--- src/rtl/mem_arbiter_pkg.sv ---
// mem_arbiter_pkg: shared types for the two-requester memory port arbiter.
//   - default bus widths
//   - arbiter state and requester enums
//   - request payload struct and its normalisation helper
package mem_arbiter_pkg;

    localparam int unsigned ARB_ADDR_W = 32;
    localparam int unsigned ARB_DATA_W = 32;
    localparam int unsigned ARB_BE_W   = ARB_DATA_W / 8;

    typedef enum logic [1:0] {
        IDLE      = 2'd0,
        BUSY_CORE = 2'd1,
        BUSY_DBG  = 2'd2
    } arb_state_e;

    typedef enum logic {
        REQ_CORE = 1'b0,
        REQ_DBG  = 1'b1
    } requester_e;

    typedef struct packed {
        logic                  read;
        logic                  write;
        logic [ARB_ADDR_W-1:0] addr;
        logic [ARB_DATA_W-1:0] wdata;
        logic [ARB_BE_W-1:0]   byteen;
    } req_t;

    // A request with both read and write raised is issued as a write.
    function automatic req_t to_cmd(input req_t r);
        req_t c;
        c      = r;
        c.read = r.read & ~r.write;
        return c;
    endfunction

endpackage

--- src/rtl/mem_arbiter_if.sv ---
// mem_arbiter_if: one memory-style request/completion port.
//   master: drives read/write/addr/wdata/byteen, receives rdata and
//           the complete_read/complete_write pulses.
//   slave : the opposite direction.
// The arbiter is a slave to the core and debug ports and a master to memory.
interface mem_arbiter_if
    import mem_arbiter_pkg::*;
#(
    parameter int unsigned ADDR_W = ARB_ADDR_W,
    parameter int unsigned DATA_W = ARB_DATA_W
);

    localparam int unsigned BE_W = DATA_W / 8;

    logic              read;
    logic              write;
    logic [ADDR_W-1:0] addr;
    logic [DATA_W-1:0] wdata;
    logic [BE_W-1:0]   byteen;
    logic [DATA_W-1:0] rdata;
    logic              complete_read;
    logic              complete_write;

    modport master (
        output read, write, addr, wdata, byteen,
        input  rdata, complete_read, complete_write
    );

    modport slave (
        input  read, write, addr, wdata, byteen,
        output rdata, complete_read, complete_write
    );

endinterface

--- src/rtl/arb_rr2.sv ---
// arb_rr2: combinational 2-way round-robin pick.
//   req[0] = core, req[1] = dbg
//   last_grant : requester that owned the previous transaction
//   lock       : only dbg is eligible while high
//   gnt_c      : one-hot grant (bit 0 core, bit 1 dbg), zero if nobody eligible
module arb_rr2
    import mem_arbiter_pkg::*;
(
    input  logic [1:0] req,
    input  requester_e last_grant,
    input  logic       lock,
    output logic [1:0] gnt_c
);

    logic [1:0] eligible;

    // On a tie the requester not granted last wins.
    always_comb begin
        eligible = lock ? {req[1], 1'b0} : req;
        gnt_c    = 2'b00;
        case (eligible)
            2'b01:   gnt_c = 2'b01;
            2'b10:   gnt_c = 2'b10;
            2'b11:   gnt_c = (last_grant == REQ_CORE) ? 2'b10 : 2'b01;
            default: gnt_c = 2'b00;
        endcase
    end

endmodule

--- src/rtl/mem_arbiter.sv ---
// mem_arbiter: shares one memory port between the core and the debug module.
//   clk, rst  : clock, synchronous active-high reset
//   core_bus  : core requester port (slave)
//   dbg_bus   : debug requester port (slave)
//   mem_bus   : memory controller port (master); command fields registered
//   dbg_lock  : while high only dbg may be granted new transactions
//   grant_dbg : current or last owner is dbg
// One transaction outstanding at a time; completions and read data are routed
// combinationally from memory to the owning requester.
module mem_arbiter
    import mem_arbiter_pkg::*;
#(
    parameter int unsigned ADDR_W = ARB_ADDR_W,
    parameter int unsigned DATA_W = ARB_DATA_W
) (
    input  logic                 clk,
    input  logic                 rst,
    mem_arbiter_if.slave         core_bus,
    mem_arbiter_if.slave         dbg_bus,
    mem_arbiter_if.master        mem_bus,
    input  logic                 dbg_lock,
    output logic                 grant_dbg
);

    localparam int unsigned BE_W = DATA_W / 8;

    arb_state_e state_q,      state_d;
    requester_e last_grant_q, last_grant_d;
    req_t       cmd_q,        cmd_d;
    logic       grant_dbg_q,  grant_dbg_d;

    req_t       core_req;
    req_t       dbg_req;
    logic [1:0] req_vec;
    logic [1:0] gnt_c;
    logic       mem_done_c;
    logic       core_cr_c, core_cw_c, dbg_cr_c, dbg_cw_c;

    // Requester payloads in package struct form.
    always_comb begin
        core_req = '{read:   core_bus.read,
                     write:  core_bus.write,
                     addr:   ARB_ADDR_W'(core_bus.addr),
                     wdata:  ARB_DATA_W'(core_bus.wdata),
                     byteen: ARB_BE_W'(core_bus.byteen)};
        dbg_req  = '{read:   dbg_bus.read,
                     write:  dbg_bus.write,
                     addr:   ARB_ADDR_W'(dbg_bus.addr),
                     wdata:  ARB_DATA_W'(dbg_bus.wdata),
                     byteen: ARB_BE_W'(dbg_bus.byteen)};
        req_vec  = {dbg_req.read | dbg_req.write, core_req.read | core_req.write};
    end

    arb_rr2 u_rr (
        .req        (req_vec),
        .last_grant (last_grant_q),
        .lock       (dbg_lock),
        .gnt_c      (gnt_c)
    );

    // A completion only counts when it matches the outstanding command type.
    assign mem_done_c = (cmd_q.read  & mem_bus.complete_read) |
                        (cmd_q.write & mem_bus.complete_write);

    // Next-state, grant capture and completion routing.
    always_comb begin
        state_d      = state_q;
        last_grant_d = last_grant_q;
        cmd_d        = cmd_q;
        grant_dbg_d  = grant_dbg_q;
        core_cr_c    = 1'b0;
        core_cw_c    = 1'b0;
        dbg_cr_c     = 1'b0;
        dbg_cw_c     = 1'b0;

        case (state_q)
            IDLE: begin
                if (gnt_c[0]) begin
                    cmd_d       = to_cmd(core_req);
                    grant_dbg_d = 1'b0;
                    state_d     = BUSY_CORE;
                end else if (gnt_c[1]) begin
                    cmd_d       = to_cmd(dbg_req);
                    grant_dbg_d = 1'b1;
                    state_d     = BUSY_DBG;
                end
            end
            BUSY_CORE: begin
                core_cr_c = cmd_q.read  & mem_bus.complete_read;
                core_cw_c = cmd_q.write & mem_bus.complete_write;
                if (mem_done_c) begin
                    cmd_d.read   = 1'b0;
                    cmd_d.write  = 1'b0;
                    last_grant_d = REQ_CORE;
                    state_d      = IDLE;
                end
            end
            BUSY_DBG: begin
                dbg_cr_c = cmd_q.read  & mem_bus.complete_read;
                dbg_cw_c = cmd_q.write & mem_bus.complete_write;
                if (mem_done_c) begin
                    cmd_d.read   = 1'b0;
                    cmd_d.write  = 1'b0;
                    last_grant_d = REQ_DBG;
                    state_d      = IDLE;
                end
            end
            default: begin
                cmd_d   = '0;
                state_d = IDLE;
            end
        endcase
    end

    // State registers; last_grant resets to dbg so core wins the first tie.
    always_ff @(posedge clk) begin
        if (rst) begin
            state_q      <= IDLE;
            last_grant_q <= REQ_DBG;
            cmd_q        <= '0;
            grant_dbg_q  <= 1'b0;
        end else begin
            state_q      <= state_d;
            last_grant_q <= last_grant_d;
            cmd_q        <= cmd_d;
            grant_dbg_q  <= grant_dbg_d;
        end
    end

    assign mem_bus.read   = cmd_q.read;
    assign mem_bus.write  = cmd_q.write;
    assign mem_bus.addr   = ADDR_W'(cmd_q.addr);
    assign mem_bus.wdata  = DATA_W'(cmd_q.wdata);
    assign mem_bus.byteen = BE_W'(cmd_q.byteen);
    assign grant_dbg      = grant_dbg_q;

    assign core_bus.rdata          = mem_bus.rdata;
    assign core_bus.complete_read  = core_cr_c;
    assign core_bus.complete_write = core_cw_c;
    assign dbg_bus.rdata           = mem_bus.rdata;
    assign dbg_bus.complete_read   = dbg_cr_c;
    assign dbg_bus.complete_write  = dbg_cw_c;

endmodule

--- src/flat_wrapper.sv ---
// flat-port wrapper written by rule: the top's interface ports become plain ports
module mem_arbiter_flat import mem_arbiter_pkg::*;
#(
    parameter int unsigned ADDR_W = ARB_ADDR_W,
    parameter int unsigned DATA_W = ARB_DATA_W
)
  (clk, rst, dbg_lock, grant_dbg, core_bus_read, core_bus_write, core_bus_addr, core_bus_wdata, core_bus_byteen, core_bus_rdata, core_bus_complete_read, core_bus_complete_write, dbg_bus_read, dbg_bus_write, dbg_bus_addr, dbg_bus_wdata, dbg_bus_byteen, dbg_bus_rdata, dbg_bus_complete_read, dbg_bus_complete_write, mem_bus_read, mem_bus_write, mem_bus_addr, mem_bus_wdata, mem_bus_byteen, mem_bus_rdata, mem_bus_complete_read, mem_bus_complete_write);
  mem_arbiter_if #(.ADDR_W(ADDR_W), .DATA_W(DATA_W)) core_bus_i ();
  mem_arbiter_if #(.ADDR_W(ADDR_W), .DATA_W(DATA_W)) dbg_bus_i ();
  mem_arbiter_if #(.ADDR_W(ADDR_W), .DATA_W(DATA_W)) mem_bus_i ();
  input  logic clk;
  input  logic rst;
  input  logic dbg_lock;
  output logic grant_dbg;
  input wire logic [$bits(core_bus_i.read)-1:0] core_bus_read;
  input wire logic [$bits(core_bus_i.write)-1:0] core_bus_write;
  input wire logic [$bits(core_bus_i.addr)-1:0] core_bus_addr;
  input wire logic [$bits(core_bus_i.wdata)-1:0] core_bus_wdata;
  input wire logic [$bits(core_bus_i.byteen)-1:0] core_bus_byteen;
  output wire logic [$bits(core_bus_i.rdata)-1:0] core_bus_rdata;
  output wire logic [$bits(core_bus_i.complete_read)-1:0] core_bus_complete_read;
  output wire logic [$bits(core_bus_i.complete_write)-1:0] core_bus_complete_write;
  input wire logic [$bits(dbg_bus_i.read)-1:0] dbg_bus_read;
  input wire logic [$bits(dbg_bus_i.write)-1:0] dbg_bus_write;
  input wire logic [$bits(dbg_bus_i.addr)-1:0] dbg_bus_addr;
  input wire logic [$bits(dbg_bus_i.wdata)-1:0] dbg_bus_wdata;
  input wire logic [$bits(dbg_bus_i.byteen)-1:0] dbg_bus_byteen;
  output wire logic [$bits(dbg_bus_i.rdata)-1:0] dbg_bus_rdata;
  output wire logic [$bits(dbg_bus_i.complete_read)-1:0] dbg_bus_complete_read;
  output wire logic [$bits(dbg_bus_i.complete_write)-1:0] dbg_bus_complete_write;
  output wire logic [$bits(mem_bus_i.read)-1:0] mem_bus_read;
  output wire logic [$bits(mem_bus_i.write)-1:0] mem_bus_write;
  output wire logic [$bits(mem_bus_i.addr)-1:0] mem_bus_addr;
  output wire logic [$bits(mem_bus_i.wdata)-1:0] mem_bus_wdata;
  output wire logic [$bits(mem_bus_i.byteen)-1:0] mem_bus_byteen;
  input wire logic [$bits(mem_bus_i.rdata)-1:0] mem_bus_rdata;
  input wire logic [$bits(mem_bus_i.complete_read)-1:0] mem_bus_complete_read;
  input wire logic [$bits(mem_bus_i.complete_write)-1:0] mem_bus_complete_write;
  assign core_bus_i.read = core_bus_read;
  assign core_bus_i.write = core_bus_write;
  assign core_bus_i.addr = core_bus_addr;
  assign core_bus_i.wdata = core_bus_wdata;
  assign core_bus_i.byteen = core_bus_byteen;
  assign core_bus_rdata = core_bus_i.rdata;
  assign core_bus_complete_read = core_bus_i.complete_read;
  assign core_bus_complete_write = core_bus_i.complete_write;
  assign dbg_bus_i.read = dbg_bus_read;
  assign dbg_bus_i.write = dbg_bus_write;
  assign dbg_bus_i.addr = dbg_bus_addr;
  assign dbg_bus_i.wdata = dbg_bus_wdata;
  assign dbg_bus_i.byteen = dbg_bus_byteen;
  assign dbg_bus_rdata = dbg_bus_i.rdata;
  assign dbg_bus_complete_read = dbg_bus_i.complete_read;
  assign dbg_bus_complete_write = dbg_bus_i.complete_write;
  assign mem_bus_read = mem_bus_i.read;
  assign mem_bus_write = mem_bus_i.write;
  assign mem_bus_addr = mem_bus_i.addr;
  assign mem_bus_wdata = mem_bus_i.wdata;
  assign mem_bus_byteen = mem_bus_i.byteen;
  assign mem_bus_i.rdata = mem_bus_rdata;
  assign mem_bus_i.complete_read = mem_bus_complete_read;
  assign mem_bus_i.complete_write = mem_bus_complete_write;
  mem_arbiter #(.ADDR_W(ADDR_W), .DATA_W(DATA_W)) u_core (.clk(clk), .rst(rst), .core_bus(core_bus_i), .dbg_bus(dbg_bus_i), .mem_bus(mem_bus_i), .dbg_lock(dbg_lock), .grant_dbg(grant_dbg));
endmodule
--- config.mk ---
export PLATFORM = sky130hd
export DESIGN_NAME = mem_arbiter_flat
export DESIGN_NICKNAME = d
export VERILOG_FILES = /design/src/rtl/mem_arbiter_pkg.sv /design/src/rtl/mem_arbiter_if.sv /design/src/rtl/arb_rr2.sv /design/src/rtl/mem_arbiter.sv /design/src/flat_wrapper.sv
export SDC_FILE = /design/constraint.sdc
export NUM_CORES = 1
export LEC_CHECK = 0
export ABC_CLOCK_PERIOD_IN_PS = 2000
export CAP_MARGIN = 20
export CORE_ASPECT_RATIO = 1.1
export CORE_MARGIN = 5
export CORE_UTILIZATION = 36
export CTS_CLUSTER_DIAMETER = 30
export DETAILED_ROUTE_END_ITERATION = 10
export GPL_TIMING_DRIVEN = 0
export PLACE_DENSITY_LB_ADDON = 0.25
export SETUP_SLACK_MARGIN = 0.15
export SLEW_MARGIN = 15
export SYNTH_ARGS = -nofsm -noshare
export SYNTH_HDL_FRONTEND = slang
export SYNTH_HIERARCHICAL = 1
export SYNTH_SLANG_ARGS = --single-unit
--- constraint.sdc ---
create_clock -name clk -period 2 [get_ports clk]
set_input_delay 0.4 -clock clk [delete_from_list [all_inputs] [get_ports clk]]
set_output_delay 0.4 -clock clk [all_outputs]
set_load 0.02 [all_outputs]
==> results_tabular.tex <==
% Generated from flow reports
\begin{tabular}{lr}
\hline
Metric & Value \\
\hline
\multicolumn{2}{l}{\textbf{Timing}} \\
\quad Transition time at the pin with the least slew margin & 0.475 ns \\
\quad Final-layout setup total negative slack & 0 ns \\
\quad Final clock period utilization by the worst path & 90.1\% \\
\multicolumn{2}{l}{\textbf{Setup path}} \\
\quad Highest-delay cell along the critical path & sky130\_fd\_sc\_hd\_\_dfxtp\_1 \\
\quad Largest fanout of any net on the critical path & 3 \\
\quad Worst setup path end & dbg\_bus\_complete\_write \\
\multicolumn{2}{l}{\textbf{Finish}} \\
\quad Area taken by multi-input logic gates & 2440 um\^{}2 \\
\quad Final design area excluding fillers & 8310 um\^{}2 \\
\quad FFs \& Latches & 74 \\
\quad Layout cell share with drive strength beyond 1 & 26.7\% \\
\quad Register share of the cell area & 17.9\% \\
\multicolumn{2}{l}{\textbf{Floorplan}} \\
\quad Die Size & 15,100 um\^{}2 \\
\quad Area inside the core boundary & 12,500 um\^{}2 \\
\quad IO Count & 316 \\
\multicolumn{2}{l}{\textbf{Synthesis}} \\
\quad Share of synthesized registers carrying an async set or reset & 0\% \\
\quad Area fraction in and, or, nand and nor cells after synthesis & 15.6\% \\
\quad Number of different library cells in the post-synthesis netlist & 30 \\
\quad Post-synth tally of flip-flops with integrated enable & 0 \\
\multicolumn{2}{l}{\textbf{Outcome}} \\
\quad Result of the run & finished clean \\
\multicolumn{2}{l}{\textbf{CTS}} \\
\quad CTS root buffer & sky130\_fd\_sc\_hd\_\_clkbuf\_16 \\
\multicolumn{2}{l}{\textbf{Power}} \\
\quad Overall Power & 7.99 mW \\
\quad Leakage & 3.18 nW \\
\multicolumn{2}{l}{\textbf{GRT}} \\
\quad Number of global-route vias before repair & 5,312 \\
\hline
\end{tabular}
Fig. 1: met1 routing
Supply wires on this layer in gray.
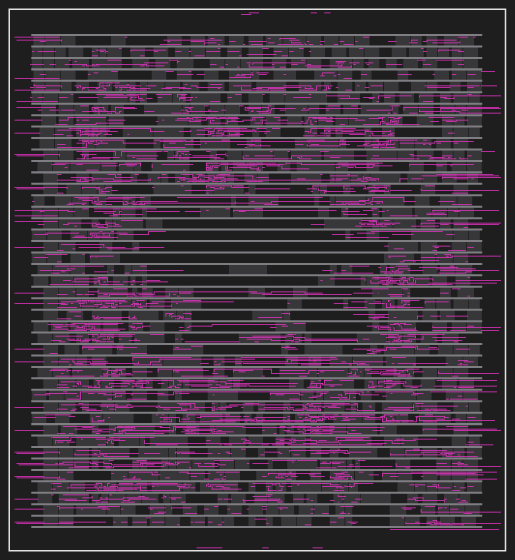
longest straight run: 48.3 um
nets with wire on the layer: 866
wire length on this layer: 6,690 um
main direction: horizontal

Fig. 2: sequential cells grouped by signal name
Other sequential cells in the stronger gray, the rest of the logic in the fainter gray.
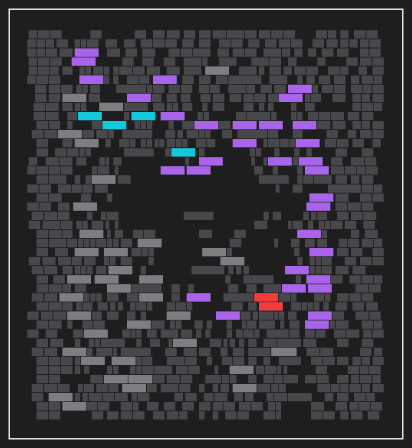
| color | signal | flops |
|---|---|---|
| purple | `u_core/mem_bus.addr` | 32 |
| red | `u_core/state_q` | 2 |
| cyan | `u_core/mem_bus.byteen` | 4 |
not colored: 36

Fig. 3: I/O nets highlighted
Bar = 20 um.
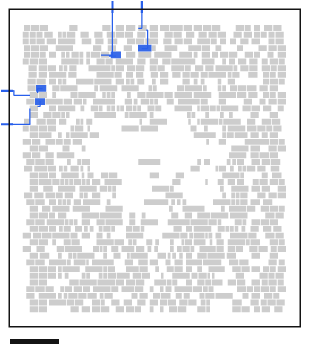
| color | port | bits | direction | edge | end cells | buffers | wire |
|---|---|---|---|---|---|---|---|
| blue | `dbg_bus_byteen` | 4 | input | 2 top, 2 left | 4 | 4 | 74.3 um |

Fig. 4: met2 routing
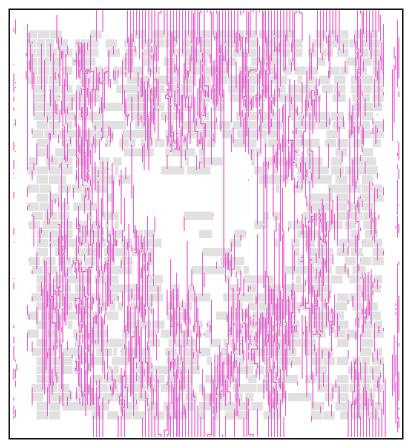
share of all routed wire: 51%
longest straight run: 60.7 um
overall routed net length: 18,200 um
total via count after detailed routing: 5,088
met2 Usage GRT: 40.5%

Fig. 5: track usage over the die
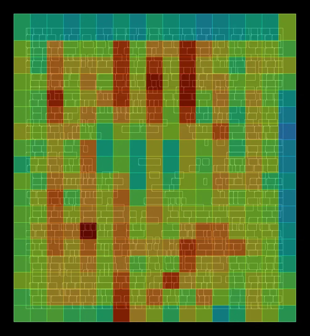
global routing's busiest layer: met2
Util after Layout: 66.3%
met3 usage: 8.88%
met1 usage in global routing: 24.5%

No activity file was given, so power comes from the tool's default toggle rates.
